### config.mk
export PLATFORM = sky130hd
export DESIGN_NAME = riscv_lsu_mem_port
export DESIGN_NICKNAME = d
export VERILOG_FILES = /design/src/rtl/riscv_lsu_mem_port.sv
export SDC_FILE = /design/constraint.sdc
export NUM_CORES = 1
export LEC_CHECK = 0
export CORE_ASPECT_RATIO = 0.8
export CORE_MARGIN = 2
export CORE_UTILIZATION = 45
export DETAILED_ROUTE_END_ITERATION = 10
export DONT_BUFFER_PORTS = 1
export REMOVE_ABC_BUFFERS = 1
export SYNTH_ARGS = -nofsm -noshare
export SYNTH_HDL_FRONTEND = slang
export SYNTH_SLANG_ARGS = --single-unit
### constraint.sdc
create_clock -name gclk -period 5.5 [get_ports gclk]
set_input_delay 0.55 -clock gclk [delete_from_list [all_inputs] [get_ports gclk]]
set_output_delay 0.55 -clock gclk [all_outputs]
set_load 0.1 [all_outputs]
### src/rtl/riscv_lsu_mem_port.sv
// Load/store port between the core memory stage and a word-organised SRAM.
// Takes one byte/half/word request at a time, drives a word-aligned SRAM
// access with byte-lane enables and lane-replicated store data, extracts and
// extends load data from the registered SRAM read port, and returns exactly
// one response per request (with an error flag for misaligned/illegal/SRAM
// errors).
//
// Handshakes: a transfer happens on a rising edge where valid and ready are
// both 1. req_ready is 1 only in IDLE. rsp_valid stays 1, with rsp_rdata and
// rsp_error stable, until the edge where rsp_ready is 1. mem_stall=1 freezes
// every mem_* output until the edge where it is 0.
module riscv_lsu_mem_port #(
    parameter int addr_w = 32,
    parameter int data_w = 32
) (
    input  logic              gclk,
    input  logic              reset,
    input  logic              req_valid,
    output logic              req_ready,
    input  logic              req_write,
    input  logic [1:0]        req_size,
    input  logic              req_signed,
    input  logic [addr_w-1:0] req_addr,
    input  logic [data_w-1:0] req_wdata,
    output logic              rsp_valid,
    input  logic              rsp_ready,
    output logic [data_w-1:0] rsp_rdata,
    output logic              rsp_error,
    output logic [addr_w-1:0] mem_addr,
    output logic [data_w-1:0] mem_wdata,
    output logic [3:0]        mem_b_en,
    output logic              mem_w_en,
    input  logic [data_w-1:0] mem_rdata,
    input  logic              mem_stall,
    input  logic              mem_error,
    output logic [1:0]        dbg_state
);

    typedef enum logic [1:0] {
        S_IDLE    = 2'd0,
        S_ACCESS  = 2'd1,
        S_CAPTURE = 2'd2,
        S_RESP    = 2'd3
    } state_e;

    state_e              state_q, state_d;

    logic [addr_w-1:0]   mem_addr_q;
    logic [data_w-1:0]   mem_wdata_q;
    logic [3:0]          mem_b_en_q;
    logic                mem_w_en_q;
    logic [1:0]          off_q;
    logic [1:0]          size_q;
    logic                signed_q;
    logic                write_q;
    logic                err_q;
    logic [data_w-1:0]   rsp_rdata_q;
    logic                rsp_error_q;

    logic                req_bad;
    logic [3:0]          req_lanes;
    logic [data_w-1:0]   req_wdata_rep;
    logic [data_w-1:0]   rd_shifted;
    logic [data_w-1:0]   rd_ext;

    // Request decode: alignment/size check, lane enables, store-data replication
    always_comb begin
        req_bad       = 1'b0;
        req_lanes     = 4'b0000;
        req_wdata_rep = req_wdata;
        case (req_size)
            2'b00: begin
                req_lanes     = 4'b0001 << req_addr[1:0];
                req_wdata_rep = {4{req_wdata[7:0]}};
            end
            2'b01: begin
                req_bad       = req_addr[0];
                req_lanes     = req_addr[1] ? 4'b1100 : 4'b0011;
                req_wdata_rep = {2{req_wdata[15:0]}};
            end
            2'b10: begin
                req_bad       = (req_addr[1:0] != 2'b00);
                req_lanes     = 4'b1111;
                req_wdata_rep = req_wdata;
            end
            default: begin
                req_bad       = 1'b1;
            end
        endcase
    end

    // Load extraction: move the addressed lanes to the bottom, then extend
    always_comb begin
        rd_shifted = mem_rdata >> {off_q, 3'b000};
        rd_ext     = mem_rdata;
        case (size_q)
            2'b00:   rd_ext = signed_q ? {{24{rd_shifted[7]}}, rd_shifted[7:0]}
                                       : {24'h000000, rd_shifted[7:0]};
            2'b01:   rd_ext = signed_q ? {{16{rd_shifted[15]}}, rd_shifted[15:0]}
                                       : {16'h0000, rd_shifted[15:0]};
            default: rd_ext = mem_rdata;
        endcase
    end

    // State register
    always_ff @(posedge gclk) begin
        if (reset) begin
            state_q <= S_IDLE;
        end else begin
            state_q <= state_d;
        end
    end

    // Next-state logic
    always_comb begin
        state_d = state_q;
        case (state_q)
            S_IDLE: begin
                if (req_valid) begin
                    state_d = req_bad ? S_RESP : S_ACCESS;
                end
            end
            S_ACCESS: begin
                if (!mem_stall) begin
                    state_d = write_q ? S_RESP : S_CAPTURE;
                end
            end
            S_CAPTURE: begin
                state_d = S_RESP;
            end
            S_RESP: begin
                if (rsp_ready) begin
                    state_d = S_IDLE;
                end
            end
            default: state_d = S_IDLE;
        endcase
    end

    // State-decoded outputs
    always_comb begin
        req_ready = (state_q == S_IDLE);
        rsp_valid = (state_q == S_RESP);
        dbg_state = state_q;
    end

    // Datapath: memory-side registers, request context and response registers
    always_ff @(posedge gclk) begin
        if (reset) begin
            mem_addr_q  <= '0;
            mem_wdata_q <= '0;
            mem_b_en_q  <= 4'b0000;
            mem_w_en_q  <= 1'b0;
            off_q       <= 2'b00;
            size_q      <= 2'b00;
            signed_q    <= 1'b0;
            write_q     <= 1'b0;
            err_q       <= 1'b0;
            rsp_rdata_q <= '0;
            rsp_error_q <= 1'b0;
        end else begin
            case (state_q)
                S_IDLE: begin
                    if (req_valid) begin
                        if (req_bad) begin
                            // Rejected up front: the SRAM is never touched
                            rsp_error_q <= 1'b1;
                            rsp_rdata_q <= '0;
                        end else begin
                            mem_addr_q  <= {req_addr[addr_w-1:2], 2'b00};
                            mem_wdata_q <= req_wdata_rep;
                            mem_b_en_q  <= req_lanes;
                            mem_w_en_q  <= req_write;
                            off_q       <= req_addr[1:0];
                            size_q      <= req_size;
                            signed_q    <= req_signed;
                            write_q     <= req_write;
                        end
                    end
                end
                S_ACCESS: begin
                    if (!mem_stall) begin
                        // SRAM takes the access on this edge; drop the enables
                        err_q      <= mem_error;
                        mem_b_en_q <= 4'b0000;
                        mem_w_en_q <= 1'b0;
                        if (write_q) begin
                            rsp_error_q <= mem_error;
                            rsp_rdata_q <= '0;
                        end
                    end
                end
                S_CAPTURE: begin
                    rsp_error_q <= err_q;
                    rsp_rdata_q <= err_q ? '0 : rd_ext;
                end
                S_RESP: begin
                    if (rsp_ready) begin
                        rsp_rdata_q <= '0;
                        rsp_error_q <= 1'b0;
                    end
                end
                default: begin
                    rsp_error_q <= 1'b0;
                end
            endcase
        end
    end

    assign mem_addr  = mem_addr_q;
    assign mem_wdata = mem_wdata_q;
    assign mem_b_en  = mem_b_en_q;
    assign mem_w_en  = mem_w_en_q;
    assign rsp_rdata = rsp_rdata_q;
    assign rsp_error = rsp_error_q;

endmodule

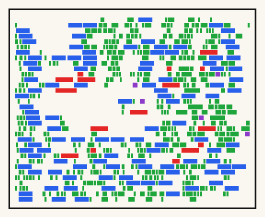
*Cell classes on the final placement*
Drawn at 2 px/um.
[red] clock drivers and dummy loads | cells: 16
[blue] registers | cells: 109
[purple] remaining buffers and delay cells | cells: 5
[green] remaining logic cells | cells: 454
Seq/total area: 40.87%
Finished Core Util: 49.02%
# rows: 34
design area: 0.005339 sq mm

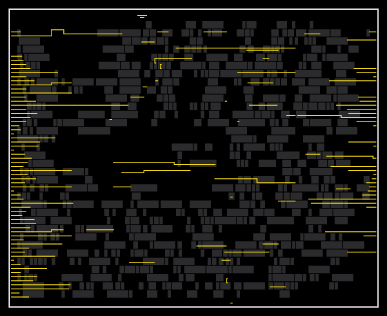
*Metal 3*
Drawn at 3 px/um. Cells faint in the background.
share of all routed wire: 8.5%
nets with wire on the layer: 116
main direction: horizontal
wire length on this layer: 1120 um
longest straight run: 39.6 um
DR vias: 4216
final WL: 13110 um
M3 GR Usage: 7.292%

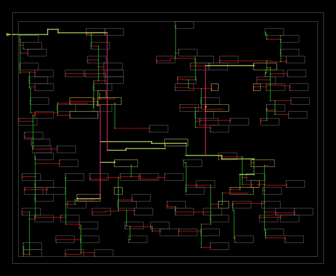
*Clock wiring as the flow saved it*
Clock net power: 668 uW
clock buffers: 9
Clock Sinks: 109
Clock Latency Late Sink: 340 ps
flop count: 109

==> CHANGELOG.md <==
## Implementation

- Leading cell types by count after synthesis: 162 x nand2_1, 109 x dfxtp_1, 70 x a21oi_1
- Iteration-0 DRC count of the detailed router: 256
- Pwr Density: 537.5 mW/mm^2
- Mi-comb count: 443
- Worst Hold End: mem_addr[12]$_SDFFE_PP0P_
- Tool warning count: 29
- FP Util: 46.36%
- RR Startpoint: dbg_state[1]$_SDFFE_PP0P_
- CP Launch Point: dbg_state[1]$_SDFFE_PP0P_
- Dpl ws: 2110 ps
- Hold path depth: 1
- Clock root cell: clkbuf_16
- First-pass GRT wire length: 20120 um
- Status: completed
- Biggest Area Class: combinational gates
- Tap Count: 144
- Crit path DRT: 5740 ps
- Share of power burned in combinational logic: 20.8%
- Max H-tree Level: 3
- DRC violation count after routing: 0
- Crit path to: rsp_rdata[18]$_SDFFE_PP0P_
- Postcts setup bufs: 0
- Main flop type: dfxtp_1
- Clock Path Buffers: 2
- Post-CTS sizing: 0
- Adder Area Share: 1.239%
- Worst hold start: reset
- Met1 WL: 5618 um
- Critical path endpoint category: register
- Final nets: 690
- Max Cap Viol: 0
- CP max stage delay: 1050 ps
- Buffer share of cell area: 0.7031%
- Hold_ws: 263.3 ps
- Compound Share, Synth: 23.40%
- Final Wtd Congestion: 0.8540
- Reg power frac: 55.9%
- Layout area overhead: 5.750%
- CP top delay family: flip-flops
- CTS tree: built
- WL met3: 1117 um
- Largest net degree at the start of global routing: 85
- TritonCTS buffer count: 9
- Crit path buf inv count: 0
- Synth Area per Inst: 8.222 sq um
No activity file was given, so power comes from the tool's default toggle rates.
